Design uart_reg_ctrl, sky130hd; sources not shown.
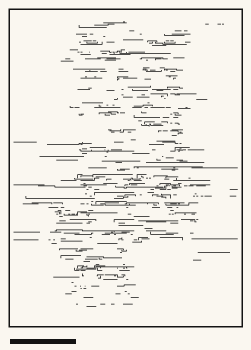
met1.png
Scale bar: 20 um.
- longest straight run: 20.7 um
- nets with wire on the layer: 239
- wire length on this layer: 1340 um
- main direction: horizontal
met1 layer usage reported by global route: 12.1%
Vias: 1359
Routed WL: 3.33 mm

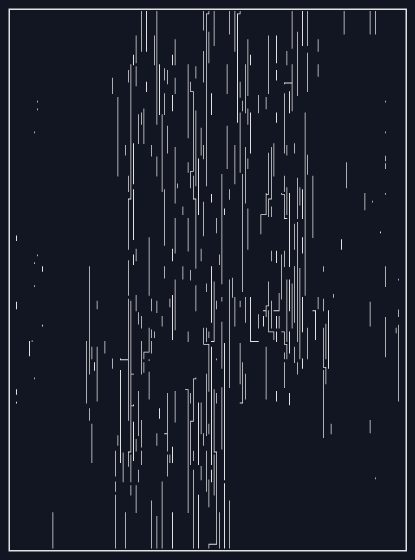
met2.png
- longest straight run: 32.3 um
- main direction: vertical
- share of all routed wire: 52%
met2 usage in global routing: 18.3%

==> Changelog: implementation <==
### Physical design

* Clock buffer cells at 5
* Post-route minimum period at 1.29 ns
* Cell accounting for the most synthesized area: dfrtp_1
* Portion of netlist area occupied by mux cells at 0%
* Sequential cells at 35
* Largest incremental delay on the critical path at 0.39 ns
* Core utilization before placement at between 30% and 40%
* DRC violations left at 0
* Fin nets at approximately 310
* Pin count of the biggest net entering global routing at 22
* Non-filler cells in the finished layout at about 330
* Top cell types by occurrence after synthesis: nand2_1 (51), dfrtp_1 (35), buf_4 (26)
* Maximum clock frequency at just under 800 MHz
* Drt pass-1 iters at 4
* Area used by multi-input combinational logic at approximately 650 um2
* PwrDens at about 1800 nW/um2
* Final-layout setup total negative slack at 0 ns
* DR iter-0 viols at 39
* Min setup slack post-route at 0.0119 ns
* Number of fill cells in the layout at approximately 570
* CP Buf/Inv Count at 1
* Synth area leaders: dfrtp_1 (51%), buf_4 (11%), nand2_1 (11%)
* Fraction of synthesized cell area taken by the top area cell type at roughly 50%
* First-pass GRT wire length at approximately 5.6 mm
* Top cell excl fill/tap: nand2_1
* Share of cells above drive strength 1 at roughly a quarter
* Chip area at about 6700 um2
* Routability congestion estimate from global placement at 0.781
* Worst-path fanout max at 2
* FP Rows at 32
* Status: complete, no violations
* Sequential area share after synthesis at 51.0%
* RSZ-0062 raised after global routing: yes
* Die span in x at between 60 and 70 um
* Flip-flop and latch count after synthesis at 35
* Power attributed to sequential cells at about 1.5 mW
* Setup repair bufs after CTS at 0
* Flip-flop and latch area at a little under 900 um2
* Power drawn by the clock network at approximately 1.1 mW
* Top power group: combinational logic
* Cells along the critical path: ha_2 -> nand2_2 -> nor2_2 -> ha_2 -> nor2_2 -> nand2_1 -> buf_4 -> nand4_1
* GR met3 Demand/Resource at under 10%
* Depth of the CTS H-tree at 2
* Worst-case register-to-register setup slack at about 0.012 ns
* Average vias per placed instance at roughly 4.2
* Share of synthesized cell area in full adder, half adder and majority cells at approximately 1.5%
* CTS tree: yes
* Buffer count excluding the clock tree in the final layout at roughly 60
* Kind of end point of the critical path: flip-flop
* Placeable Area at about 5500 um2
* Total setup violations reported at the end of the flow at 0
* Yosys Chip Area at 1720 um2
* Cell class with the largest area share: flip-flops and latches
* Register clock-pin slew on the reported worst setup and hold paths at ~0.05 ns
* Cell area after layout at between 2000 and 2500 um2
* Synthesized netlist cell count at ~200
* Leakage power at ~1.2 nW
* Signal inverters at 23
* Clk ins delay skew pair at ~0.27 ns
* Tally of OpenROAD warnings at roughly 51
Power is estimated from default activity; no workload was simulated.
